==> src/rtl/imm_gen_pipe.sv <==
// Registered RISC-V immediate generator (I/S/B/U/J/shift, XLEN 32|64) with tag sideband; optional IMM_ILLEGAL_EN adds out_illegal.
// Latency: 1 cycle from input transfer to out_valid; main register plus skid register.
// Backpressure: full throughput; in_ready drops only while the skid register holds an entry.
module imm_gen_pipe #(
    parameter int XLEN  = 32,
    parameter int TAG_W = 32
) (
    input  logic             clk,
    input  logic             rst_n,
    input  logic             flush,
    input  logic             in_valid,
    output logic             in_ready,
    input  logic [31:0]      in_inst,
    input  logic [TAG_W-1:0] in_tag,
    output logic             out_valid,
    input  logic             out_ready,
    output logic [XLEN-1:0]  out_imm,
    output logic [2:0]       out_fmt,
    output logic [TAG_W-1:0] out_tag
`ifdef IMM_ILLEGAL_EN
    ,
    output logic             out_illegal
`endif
);

    if (XLEN != 32 && XLEN != 64) begin : g_bad_xlen
        $error("imm_gen_pipe: XLEN must be 32 or 64");
    end

    localparam logic [2:0] FMT_NONE = 3'd0;
    localparam logic [2:0] FMT_I    = 3'd1;
    localparam logic [2:0] FMT_S    = 3'd2;
    localparam logic [2:0] FMT_B    = 3'd3;
    localparam logic [2:0] FMT_U    = 3'd4;
    localparam logic [2:0] FMT_J    = 3'd5;
    localparam logic [2:0] FMT_SH   = 3'd6;

    localparam logic [6:0] OP_IMM    = 7'b0010011;
    localparam logic [6:0] OP_LOAD   = 7'b0000011;
    localparam logic [6:0] OP_JALR   = 7'b1100111;
    localparam logic [6:0] OP_IMM32  = 7'b0011011;
    localparam logic [6:0] OP_STORE  = 7'b0100011;
    localparam logic [6:0] OP_BRANCH = 7'b1100011;
    localparam logic [6:0] OP_LUI    = 7'b0110111;
    localparam logic [6:0] OP_AUIPC  = 7'b0010111;
    localparam logic [6:0] OP_JAL    = 7'b1101111;

    typedef struct packed {
        logic [XLEN-1:0]  imm;
        logic [2:0]       fmt;
        logic [TAG_W-1:0] tag;
`ifdef IMM_ILLEGAL_EN
        logic             ill;
`endif
    } entry_t;

    entry_t     dec;
    entry_t     main_q;
    entry_t     skid_q;
    logic       main_vld;
    logic       skid_vld;
    logic       in_fire;
    logic [6:0] opcode;
    logic [2:0] funct3;
    logic       is_shift;
`ifdef IMM_ILLEGAL_EN
    logic       sh_hi_ok;
`endif

    assign opcode   = in_inst[6:0];
    assign funct3   = in_inst[14:12];
    assign is_shift = (funct3 == 3'b001) || (funct3 == 3'b101);

    always_comb begin
        dec     = '0;
        dec.tag = in_tag;
        case (opcode)
            OP_IMM: begin
                if (is_shift) begin
                    dec.fmt = FMT_SH;
                    if (XLEN == 64) dec.imm = XLEN'(in_inst[25:20]);
                    else            dec.imm = XLEN'(in_inst[24:20]);
                end else begin
                    dec.fmt = FMT_I;
                    dec.imm = XLEN'($signed(in_inst[31:20]));
                end
            end
            OP_LOAD, OP_JALR: begin
                dec.fmt = FMT_I;
                dec.imm = XLEN'($signed(in_inst[31:20]));
            end
            OP_IMM32: begin
                // Word-sized immediates only exist on RV64; RV32 treats the opcode as unknown.
                if (XLEN == 64) begin
                    if (is_shift) begin
                        dec.fmt = FMT_SH;
                        dec.imm = XLEN'(in_inst[24:20]);
                    end else begin
                        dec.fmt = FMT_I;
                        dec.imm = XLEN'($signed(in_inst[31:20]));
                    end
                end
            end
            OP_STORE: begin
                dec.fmt = FMT_S;
                dec.imm = XLEN'($signed({in_inst[31:25], in_inst[11:7]}));
            end
            OP_BRANCH: begin
                dec.fmt = FMT_B;
                dec.imm = XLEN'($signed({in_inst[31], in_inst[7], in_inst[30:25],
                                         in_inst[11:8], 1'b0}));
            end
            OP_LUI, OP_AUIPC: begin
                dec.fmt = FMT_U;
                dec.imm = XLEN'($signed({in_inst[31:12], 12'b0}));
            end
            OP_JAL: begin
                dec.fmt = FMT_J;
                dec.imm = XLEN'($signed({in_inst[31], in_inst[19:12], in_inst[20],
                                         in_inst[30:21], 1'b0}));
            end
            default: begin
                dec.fmt = FMT_NONE;
            end
        endcase
`ifdef IMM_ILLEGAL_EN
        sh_hi_ok = 1'b0;
        if (XLEN == 64 && opcode == OP_IMM)
            sh_hi_ok = (in_inst[31:26] == 6'b000000) || (in_inst[31:26] == 6'b010000);
        else
            sh_hi_ok = (in_inst[31:25] == 7'b0000000) || (in_inst[31:25] == 7'b0100000);
        dec.ill = (dec.fmt == FMT_NONE) ||
                  ((dec.fmt == FMT_SH) && (!sh_hi_ok || (funct3 == 3'b001 && in_inst[30])));
`endif
    end

    assign in_fire = in_valid && !skid_vld;

    always_ff @(posedge clk or negedge rst_n) begin
        if (!rst_n) begin
            main_vld <= 1'b0;
            skid_vld <= 1'b0;
            main_q   <= '0;
            skid_q   <= '0;
        end else if (flush) begin
            main_vld <= 1'b0;
            skid_vld <= 1'b0;
        end else if (!main_vld || out_ready) begin
            // Main is free this edge: refill from skid first to preserve order.
            if (skid_vld) begin
                main_q   <= skid_q;
                main_vld <= 1'b1;
                skid_vld <= 1'b0;
            end else begin
                main_vld <= in_fire;
                if (in_fire) main_q <= dec;
            end
        end else if (in_fire) begin
            skid_q   <= dec;
            skid_vld <= 1'b1;
        end
    end

    assign in_ready  = !skid_vld;
    assign out_valid = main_vld;
    assign out_imm   = main_q.imm;
    assign out_fmt   = main_q.fmt;
    assign out_tag   = main_q.tag;
`ifdef IMM_ILLEGAL_EN
    assign out_illegal = main_q.ill;
`endif

endmodule
==> config.mk <==
export PLATFORM = sky130hd
export DESIGN_NAME = imm_gen_pipe
export DESIGN_NICKNAME = d
export VERILOG_FILES = /design/src/rtl/imm_gen_pipe.sv
export SDC_FILE = /design/constraint.sdc
export NUM_CORES = 1
export LEC_CHECK = 0
export CELL_PAD_IN_SITES_DETAIL_PLACEMENT = 1
export CELL_PAD_IN_SITES_GLOBAL_PLACEMENT = 2
export CORE_UTILIZATION = 34
export DETAILED_ROUTE_END_ITERATION = 10
export PLACE_DENSITY = 0.85
export SYNTH_ARGS = -nofsm -noshare
export SYNTH_HDL_FRONTEND = slang
export SYNTH_SLANG_ARGS = --single-unit
==> constraint.sdc <==
create_clock -name clk -period 4.1 [get_ports clk]
set_clock_uncertainty 0.2 [all_clocks]
set_input_delay 1.23 -clock clk [delete_from_list [all_inputs] [get_ports clk]]
set_output_delay 1.23 -clock clk [all_outputs]
set_load 0.005 [all_outputs]
**Run 1: cell area per tile**

The die is cut into 14 by 14 equal tiles; white is low, dark blue is high, 0 to 100% covered.
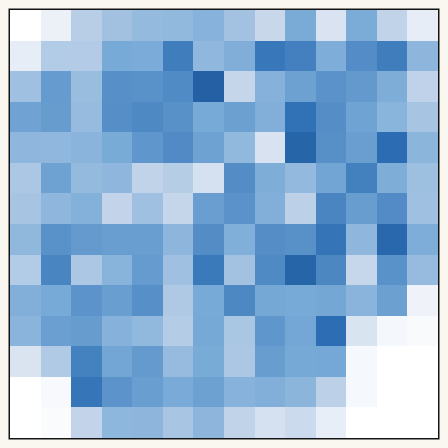
tiles over 75% full: 3.1%
emptiest ninth of the die: lower right
mean over tiles: 44%
nearly empty tiles: 5.1%
fullest tile: 81%
fp util: 35.1%
Core Util, Final: 47.9%
CORE AREA: 0.0175 mm2

**Run 1: I/O pins on the die edge**

Scale bar: 50 um. Pins as bars across the die edge, other pins in grey.
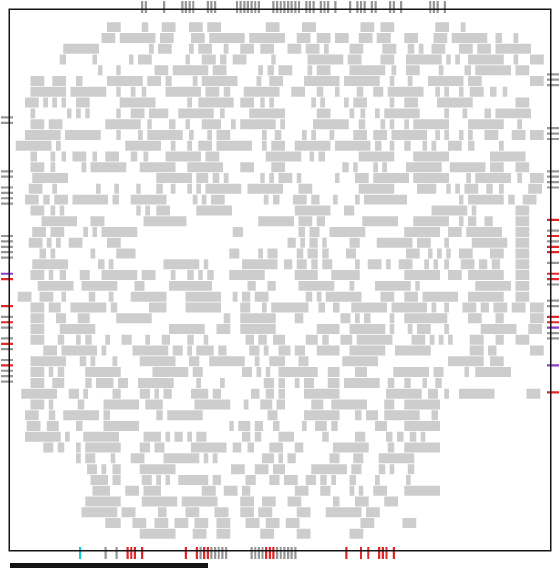
| colour | port | pins | direction | edge |
|---|---|---|---|---|
| red | `out_imm` | 32 | output | 18 bottom, 9 right, 5 left |
| purple | `out_fmt` | 3 | output | 2 right, 1 left |
| cyan | `clk` | 1 | input | bottom |
all pins by edge: 45 top, 37 bottom, 29 right, 27 left
Die Y: 136 um
die width: 136 um
I/O Buffers: 137

**Run 1: cell sizes after repair**

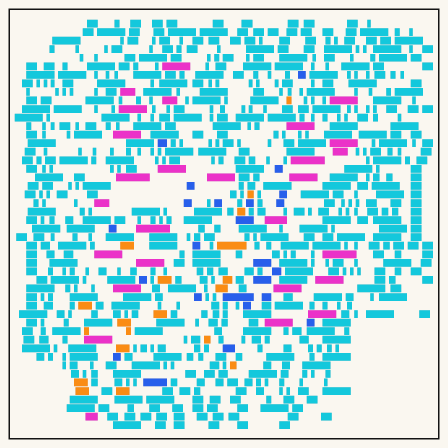
| colour | size | cells | share |
|---|---|---|---|
| blue | x3 and x4 | 24 | 3.2% |
| cyan | x1 and smaller | 687 | 91% |
| orange | x2 | 19 | 2.5% |
| magenta | x6 and larger | 27 | 3.6% |
post-route worst setup slack: 0.701 ns
Non-clock buffers: 152
P&R area growth vs syn: 36.6%
Final Cell Area: 0.00837 mm2

[run 1: layout make-up]
cell class	count	share of cell area, %
Multi-Input combinational cell	435	30.2
Sequential cell	136	40.7
Timing Repair Buffer	152	17.9
Clock inverter	11	2.02
Tap cell	225	3.36
Clock buffer	21	5.74
Inverter	2	0.0897
[run 1: logic make-up (layout without fill, tap and decap cells)]
logic type,after synthesis,count (layout),share of synthesized area [%]
and+or+nand+nor,248,248,17.2
DFF,136,136,55.5
muxes,34,34,5.55
AOI/OAI and AO/OA,153,153,18.3
buffers and inverters,44,186,3.39
[run 1: power by group]
group / switching (mW) / internal, mW / leakage (nW) / total [mW]
Combinational: 0.267 / 0.344 / 1.48 / 0.611
Sequential: 0.104 / 1.52 / 1.75 / 1.63
Clock: 0.583 / 1.08 / 0.319 / 1.67
[run 1: synth_stat cells, drive strengths merged, types with 3 or more instances]
| cell | instances |
|---|---|
| dfrtp | 136 |
| nor2 | 14 |
| o21ai | 54 |
| nand2 | 190 |
| nor3 | 6 |
| o22ai | 12 |
| a31oi | 14 |
| a21oi | 15 |
| nor2b | 3 |
| a221oi | 4 |
| nand3 | 7 |
| a22o | 6 |
| a221o | 16 |
| o211ai | 21 |
| or3 | 3 |
| clkbuf | 23 |
| and3b | 3 |
| a22oi | 5 |
| mux2i | 34 |
| nand2b | 12 |
| buf | 19 |
[run 1: worst paths after layout]
check | startpoint | endpoint | cells past startpoint
setup / recovery | in_inst[6] | skid_q[61] | 5
hold / removal | skid_q[20] | skid_q[20] | 2
setup reg to reg | skid_vld | skid_q[53] | 5
hold reg to reg | skid_q[20] | skid_q[20] | 2
max in group asynchronous | rst_n | out_imm[31] | 2
min in group asynchronous | rst_n | out_imm[24] | 1
[run 1: cell usage in the layout (no fill, tap or decap), types with 2 or more instances in the layout]
cell,count
a21oi_1,13
a21oi_4,2
a221o_1,16
a221oi_1,4
a22o_1,6
a22oi_1,5
a31oi_1,4
a31oi_2,9
and3b_1,3
buf_4,14
bufinv_16,4
clkbuf_16,17
clkbuf_8,4
clkdlybuf4s50_1,136
clkinv_2,3
clkinv_4,3
dfrtp_1,135
inv_1,2
mux2i_1,34
nand2_1,189
nand2b_1,12
nand3_1,7
nand3b_1,2
nor2_1,13
nor2b_1,3
nor3_1,5
nor3b_1,2
o211ai_1,21
o21ai_0,53
o22ai_1,12
[run 1: registers in the layout (all words and copies together), names as in the netlist]
register and count:
out_valid 1, out_fmt 3, skid_q 67, out_tag 32
skid_vld 1, out_imm 32
[run 1: tightest hold or removal path, delay by kind of cell (launching register included)]
family	cells	cell delay, ns
flip-flops	1	0.34
AND/OR/NAND/NOR	2	0.10
[run 1: metal layers]
metal,GRT usage [%],vias up,part of all wire [%]
met5,0,-,0
met4,7.28,0,1.4
met3,3.77,19,3.0
met2,35.9,89,51
met1,25.6,2572,44
li1,-,2414,-
[run 1: per-stage QoR]
step	area, um2	instances	setup WS (ns)
after floorplan	6130	615	1.29
after global placement	7720	950	0.348
after detailed placement	7720	950	0.257
after CTS	8370	982	0.720
after global routing	8370	982	0.516
final	8370	982	0.701
==> flow_metrics.env, run 1 <==
# yosys + openroad results
export IMPL_status="completed"
export IMPL_synthCells=615
export IMPL_ios=138
export IMPL_power_leakage_nw=3.54
export IMPL_cp_required_ns=4.13
export IMPL_htreeDepth=4
export IMPL_fmax_mhz=294
export IMPL_synth_edff_count=0
export IMPL_die_area_mm2=0.0186
export IMPL_whs_ns=0.274
export IMPL_slowest_delay_ns=0.78
export IMPL_ys_warn_count=0
export IMPL_top_area_share_pct=55.5
export IMPL_overflow=0
export IMPL_warnings=26
export IMPL_worstPathArrival_ns=3.43
export IMPL_post_route_period_util_pct=82.9
export IMPL_critPathCaptureType="flip-flop"
export IMPL_dp_hpwl_mm=12.4
export IMPL_crit_path_top_delay_cell="o21bai_1"
export IMPL_drv_slew=0
export IMPL_crit_family="AND-OR/OR-AND gates"
export IMPL_fillers=1915
export IMPL_ff_type="dfrtp_1"
export IMPL_antenna_found_initial=0
export IMPL_comb_area_mm2=0.00253
export IMPL_insertion_delay_ns=0.41
export IMPL_drt_pass1_iter_count=4
export IMPL_nNetsFinal=813
export IMPL_r2r_slack_ns=1.22
export IMPL_synth_seq_cells=136
export IMPL_setup_viol=0
export IMPL_postCtsHoldBufs=0
export IMPL_finalSetupTns_ns=0
export IMPL_diodes=0
export IMPL_synthesis_area_mm2=0.00613
export IMPL_ys_chip_area_mm2=0.00613
export IMPL_vias=5094
export IMPL_hp_class="flip-flop to flip-flop"
export IMPL_cts_setup_buffers=0
export IMPL_postSynthSeqShare_pct=55.5
export IMPL_track_usage_pct=20.7
export IMPL_period_needed_ns=3.40
export IMPL_path_cells="clkdlybuf4s50_1 -> nand3b_1 -> o32ai_4 -> o21bai_1 -> o211ai_1"
export IMPL_max_cap_violations=0
export IMPL_area_leaders="dfrtp_1 (56%), nand2_1 (12%), mux2i_1 (5.6%)"
export IMPL_drc=0
export IMPL_clkTransAtPathRegs_ns=0.06
**Run 1: placed standard cells**

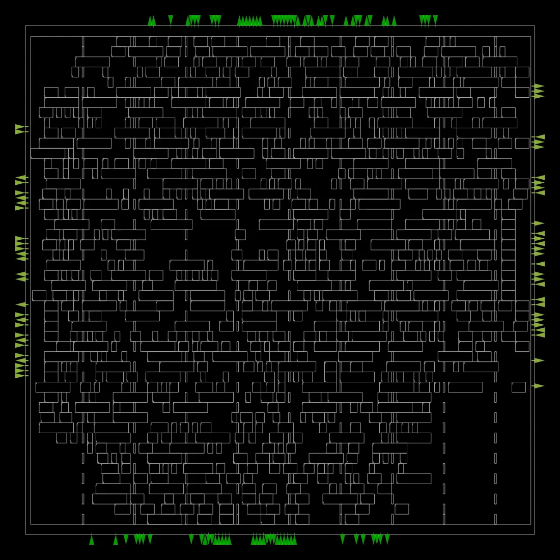

==> run 1 -> run 2 <==
Settings changed: CORE_UTILIZATION 34 to 31, PLACE_DENSITY 0.85 to 0.79.
Clock period 4.1 ns to 3.4 ns, I/O delays scaled along.
**Run 2: placed standard cells**

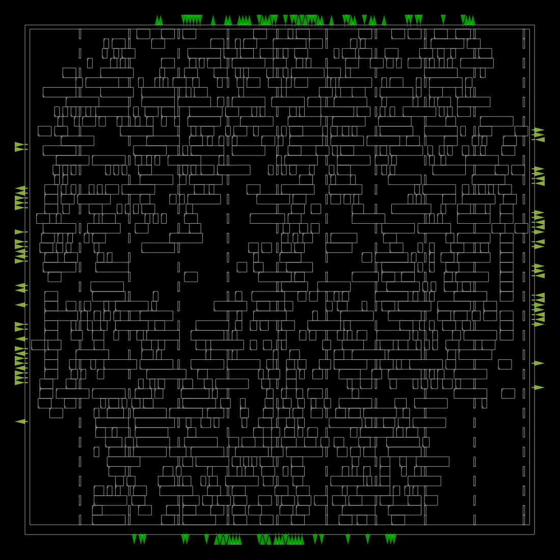
FFs & Latches: 136
sequential cell area share: 40.1%
tap cells: 265
Finished Layout Cells: 1,032

**Run 2: cell area per tile**

The die is cut into 14 by 14 equal tiles; white is low, dark blue is high, 0 to 100% covered.
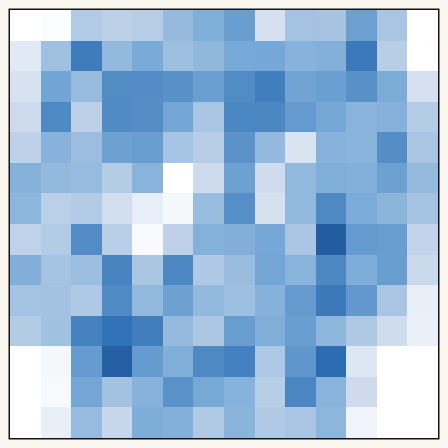
nearly empty tiles: 7.1%
mean over tiles: 40%
emptiest ninth of the die: lower right
fullest tile: 82%
Core Util, Final: 43.8%
CORE AREA: 0.0194 mm2

==> run 2 against run 1 <==
Net effect:
- flip-flop count unchanged
- count of clock-buffer cells in the layout decreased by 3
- wire length increased by 3.0%
- non-clock buffer count increased by 10
- first-iteration DRC count decreased by 0.61%
- sequential power increased by 21%
- critical path depth unchanged
- power increased by 18%
- cell count increased by 5.1%
- worst hold slack got worse by 0.00051 ns
- clock power increased by 13%
- design area increased by 1.6%
==> flow_metrics.env, run 2 <==
# yosys + openroad results
export IMPL_layout_cells_most_common="nand2_1"
export IMPL_cp_startpoint="in_inst[4]"
export IMPL_top_cells_by_count="nand2_1 (190), dfrtp_1 (136), o21ai_0 (53)"
export IMPL_most_common_cell="nand2_1"
export IMPL_track_usage_pct=19.5
export IMPL_max_cap_violations=0
export IMPL_areaGrowthSynthToFinish_pct=38.7
export IMPL_insertion_delay_ns=0.42
export IMPL_cp_required_ns=3.53
export IMPL_initCoreUtil_pct=31.6
export IMPL_ios=138
export IMPL_top_area_share_pct=55.5
export IMPL_power_leakage_nw=3.57
export IMPL_dp_cells=1000
export IMPL_critPathCaptureType="flip-flop"
export IMPL_holdPathEnd="skid_q[18]"
export IMPL_vias=5151
export IMPL_post_route_period_util_pct=85.6
export IMPL_die_area_mm2=0.0203
export IMPL_fp_dieH_um=143
export IMPL_comb_area_mm2=0.00253
export IMPL_drc=0
export IMPL_ir_drop_uv=345
export IMPL_ys_chip_area_mm2=0.00613
export IMPL_cts_tree="yes"
export IMPL_nNetsFinal=823
export IMPL_busiest_layer="met2"
export IMPL_dp_hpwl_mm=13.2
export IMPL_hp_class="flip-flop to flip-flop"
export IMPL_fmax_mhz=344
export IMPL_r2r_slack_ns=0.91
export IMPL_ff_type="dfrtp_1"
export IMPL_use_met3_pct=3.94
export IMPL_ys_warn_count=0
export IMPL_period_needed_ns=2.91
export IMPL_cts_setup_buffers=0
export IMPL_synthCells=615
export IMPL_rr_endpoint="out_tag[21]"
export IMPL_use_met1_pct=24.5
export IMPL_postSynthSeqShare_pct=55.5
export IMPL_io_buffer_count=137
export IMPL_postCtsHoldBufs=0
export IMPL_worstPathArrival_ns=3.04
export IMPL_regMostFlops="skid_q"
export IMPL_warnings=26
export IMPL_slowest_delay_ns=0.49
export IMPL_overflow=0
export IMPL_die_x_um=143
export IMPL_rr_worst_depth=6
export IMPL_htreeDepth=4
export IMPL_drt_pass1_iter_count=4
export IMPL_status="completed"
export IMPL_finalSetupTns_ns=0
export IMPL_largest_reg_flops=67
export IMPL_fillers=2204
export IMPL_setup_viol=0
export IMPL_synth_edff_count=0
export IMPL_hold_path_cell_count=2
export IMPL_path_cells="clkdlybuf4s50_1 -> nand4b_1 -> nor2_2 -> o21ai_2 -> a31oi_2"
export IMPL_r2r_start="skid_vld"
export IMPL_synthesis_area_mm2=0.00613
export IMPL_met2_usage_pct=32.9
export IMPL_hp_start="skid_q[18]"
export IMPL_lay_top_cells="nand2_1 (189), clkdlybuf4s50_1 (136), dfrtp_1 (135)"
export IMPL_area_leaders="dfrtp_1 (56%), nand2_1 (12%), mux2i_1 (5.6%)"
export IMPL_crit_path_top_delay_cell="clkdlybuf4s50_1"
export IMPL_drv_slew=0
export IMPL_synth_seq_cells=136
==> run 2: through the flow <==
stage | hold slack, ns | utilization [%] | setup WS [ns] | instance area (um2)
5_1_grt | 0.298 | 43.8 | 0.366 | 8500
3_5_place_dp | 0.264 | 40.7 | 0.0732 | 7890
3_3_place_gp | 0.257 | 40.7 | 0.153 | 7890
4_1_cts | 0.280 | 43.8 | 0.516 | 8500
2_1_floorplan | 0.241 | - | 0.795 | 6130
6_report | 0.273 | 43.8 | 0.490 | 8500
==> run 2: kinds of logic after synthesis <==
family | Yosys count | share of synthesized area [%]
and+or+nand+nor | 248 | 17.2
buffers and inverters | 44 | 3.39
muxes | 34 | 5.55
AOI/OAI and AO/OA | 153 | 18.3
DFF | 136 | 55.5
==> run 2: worst max-delay path by stage <==
stage,endpoint,slack (ns)
finish,out_imm[26],0.49
global route,out_imm[28],0.37
CTS,out_imm[26],0.52
detailed placement,out_imm[24],0.07
global placement,out_imm[30],0.15
floorplan,out_imm[21],0.80
==> run 2: cell type report <==
class | instances | area share (%)
repair buffers | 162 | 19.1
inverters | 2 | 0.0884
clock buffers | 18 | 5.05
clock inverters | 14 | 2.06
flip-flops and latches | 136 | 40.1
well taps | 265 | 3.90
multi-input cells | 435 | 29.7
==> run 2: report_power, final <==
| group | internal (mW) | switching (mW) | leakage (nW) |
|---|---|---|---|
| clock | 1.16 | 0.734 | 0.275 |
| sequential | 1.84 | 0.129 | 1.75 |
| combinational | 0.427 | 0.326 | 1.54 |
| total | 3.42 | 1.19 | 3.57 |
==> run 2: routing by layer <==
metal  share of wire (%)  wire, um
met5                   0         0
met2                  50      9350
met3                 4.5       831
met1                  43      8060
met4                 1.8       340
==> run 2: worst max-delay path, delay by kind of cell <==
| family | cells | cell delay (ns) |
|---|---|---|
| AND/OR/NAND/NOR | 2 | 0.93 |
| AND-OR/OR-AND | 2 | 0.59 |
| buffers and inverters | 1 | 0.49 |
==> run 2 -> run 3 <==
Settings changed: ABC_CLOCK_PERIOD_IN_PS set to 3400.
**Run 3: placed standard cells**

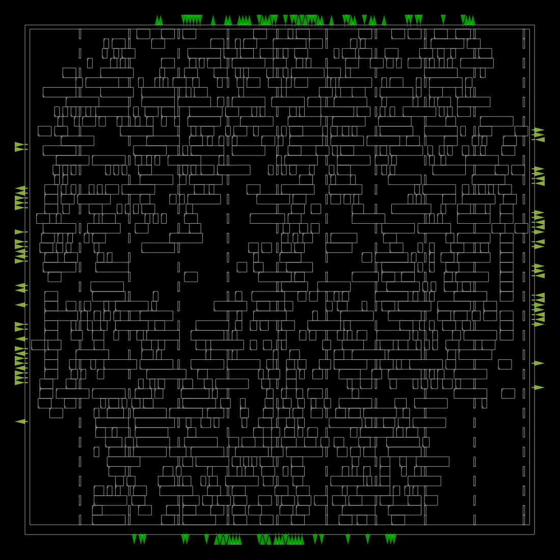
Core Rows: 51
FILL cells: 2,204

==> run 3 against run 2 <==
Net effect:
- register-to-register slack is essentially flat
- critical path type unchanged
- sequential share of layout area did not move
- synthesized cell count stayed put
- cell count unchanged
- sequential power about the same
- clock power barely moved
- worst setup slack unchanged
- non-clock buffer count unchanged
- synthesized area did not move
- core utilization is the same
- design area is the same
==> flow_metrics.env, run 3 <==
# yosys + openroad results
export IMPL_ys_chip_area_mm2=0.00613
export IMPL_initCoreUtil_pct=31.6
export IMPL_nNetsFinal=823
export IMPL_ys_warn_count=0
export IMPL_period_needed_ns=2.91
export IMPL_dp_hpwl_mm=13.2
export IMPL_postCtsHoldBufs=0
export IMPL_final_area_mm2=0.00850
export IMPL_path_cells="clkdlybuf4s50_1 -> nand4b_1 -> nor2_2 -> o21ai_2 -> a31oi_2"
export IMPL_power_internal_mw=3.42
export IMPL_r2r_start="skid_vld"
export IMPL_worstSetupPathType="primary input to flip-flop"
export IMPL_area_leaders="dfrtp_1 (56%), nand2_1 (12%), mux2i_1 (5.6%)"
export IMPL_top_area_share_pct=55.5
export IMPL_crit_cells=5
export IMPL_core_mm2=0.0194
export IMPL_synthesis_area_mm2=0.00613
export IMPL_dpl_cell_area_mm2=0.00789
export IMPL_vias=5151
export IMPL_cp_required_ns=3.53
export IMPL_clkPwrFrac_pct=41.0
export IMPL_most_common_cell="nand2_1"
export IMPL_post_route_period_util_pct=85.6
export IMPL_synthCells=615
export IMPL_setup_viol=0
export IMPL_status="completed"
export IMPL_worstPathArrival_ns=3.04
export IMPL_ir_drop_uv=345
export IMPL_finalSetupTns_ns=0
export IMPL_hold_violations=0
export IMPL_largest_reg_flops=67
export IMPL_ios=138
export IMPL_postSynthSeqShare_pct=55.5
export IMPL_drv_slew=0
export IMPL_rr_endpoint="out_tag[21]"
export IMPL_regMostFlops="skid_q"
export IMPL_top_cells_by_count="nand2_1 (190), dfrtp_1 (136), o21ai_0 (53)"
export IMPL_hp_class="flip-flop to flip-flop"
export IMPL_power_leakage_nw=3.57
export IMPL_layout_cells_non_filler=1032
export IMPL_io_buffer_count=137
export IMPL_finish_utilization_pct=43.8
export IMPL_drt_pass1_iter_count=4
export IMPL_synth_edff_count=0
export IMPL_pwr_share_comb_pct=16.3
export IMPL_htreeDepth=4
export IMPL_fmax_mhz=344
export IMPL_cts_setup_buffers=0
export IMPL_overflow=0
export IMPL_synth_area_per_cell_um2=9.96
export IMPL_layout_cells_most_common="nand2_1"
export IMPL_cts_tree="yes"
export IMPL_cp_num_buf_inv=1
export IMPL_slowest_delay_ns=0.49
export IMPL_rr_worst_depth=6
export IMPL_synth_seq_cells=136
export IMPL_drc=0
export IMPL_lay_top_cells="nand2_1 (189), clkdlybuf4s50_1 (136), dfrtp_1 (135)"
export IMPL_crit_path_top_delay_cell="clkdlybuf4s50_1"
export IMPL_cp_endpoint="out_imm[26]"
export IMPL_r2r_slack_ns=0.91
export IMPL_warnings=26
export IMPL_areaGrowthSynthToFinish_pct=38.7
export IMPL_track_usage_pct=19.5
export IMPL_critPathCaptureType="flip-flop"
export IMPL_power_switching_mw=1.19
export IMPL_insertion_delay_ns=0.42
export IMPL_crit_family="simple AND/OR/NAND/NOR gates"
export IMPL_switching_share_pct=25.8
export IMPL_dp_cells=1000
export IMPL_p_seq_share_pct=42.7
export IMPL_die_area_mm2=0.0203
**Run 3: I/O pins on the die edge**

Scale bar: 50 um. Pins as bars across the die edge, other pins in grey.
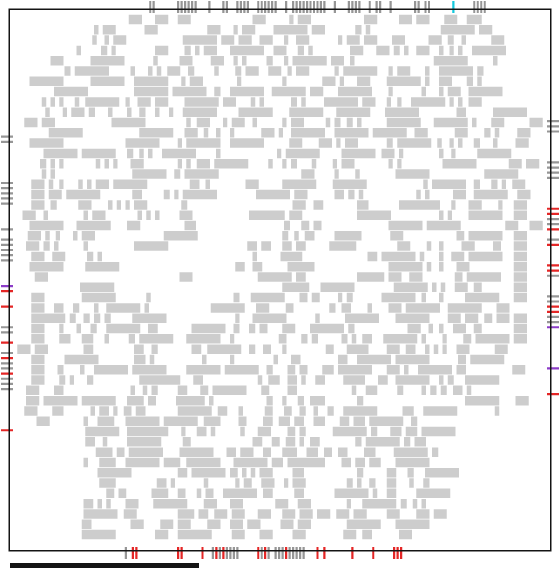
| colour | port | pins | direction | edge |
|---|---|---|---|---|
| cyan | `clk` | 1 | input | top |
| red | `out_imm` | 32 | output | 17 bottom, 9 right, 6 left |
| purple | `out_fmt` | 3 | output | 2 right, 1 left |
all pins by edge: 50 top, 34 bottom, 28 left, 26 right
Die Y: 143 um
die width: 143 um

==> run 3: cells by family after synthesis <==
logic type	count (synthesis)	share of synthesized area (%)
buffers and inverters	44	3.39
flip-flops	136	55.5
AND-OR/OR-AND	153	18.3
AND/OR/NAND/NOR	248	17.2
multiplexers	34	5.55
==> run 3: worst min path at each step <==
stage / from / endpoint / depth (start not counted)
2_1_floorplan: skid_q[33] / skid_q[33] / 2
5_1_grt: skid_q[33] / skid_q[33] / 2
4_1_cts: skid_q[18] / skid_q[18] / 2
3_5_place_dp: skid_q[18] / skid_q[18] / 2
3_3_place_gp: skid_q[33] / skid_q[33] / 2
6_report: skid_q[18] / skid_q[18] / 2
==> run 3: tightest hold or removal path, stage by stage, from the launching register on <==
cell and delay, ns:
dfrtp_1 0.34, nand2_1 0.05, nand2_1 0.05
==> run 3: layer usage <==
layer	up-vias	global-route usage, %	wire length (um)
li1	2438	-	-
met1	2573	24.5	8060
met2	118	32.9	9350
met3	22	3.94	831
met4	0	7.87	340
met5	-	0	0
==> run 3: final cells by class <==
class	instances	area (um2)	area share [%]
inverters	2	7.51	0.0884
repair buffers	162	1620	19.1
flip-flops and latches	136	3400	40.1
clock inverters	14	175	2.06
multi-input cells	435	2530	29.7
clock buffers	18	429	5.05
well taps	265	332	3.90
==> run 3: stage by stage <==
step / hold WS (ns) / setup slack (ns) / power [mW]
after global routing: 0.298 / 0.366 / 4.83
after detailed placement: 0.264 / 0.0732 / 2.76
after floorplan: 0.241 / 0.795 / 2.26
after CTS: 0.280 / 0.516 / 4.68
final: 0.273 / 0.490 / 4.61
after global placement: 0.257 / 0.153 / 2.72
==> run 3: power groups by stage <==
stage                     Clock, mW  Combinational (mW)  Sequential [mW]
after floorplan                   0               0.288             1.97
after global placement            0               0.741             1.98
after detailed placement          0               0.765             2.00
after CTS                      1.94               0.769             1.97
after global routing           2.00               0.836             2.00
final                          1.89               0.753             1.97
Power figures rest on the tool's default switching activity, not on a simulated workload.
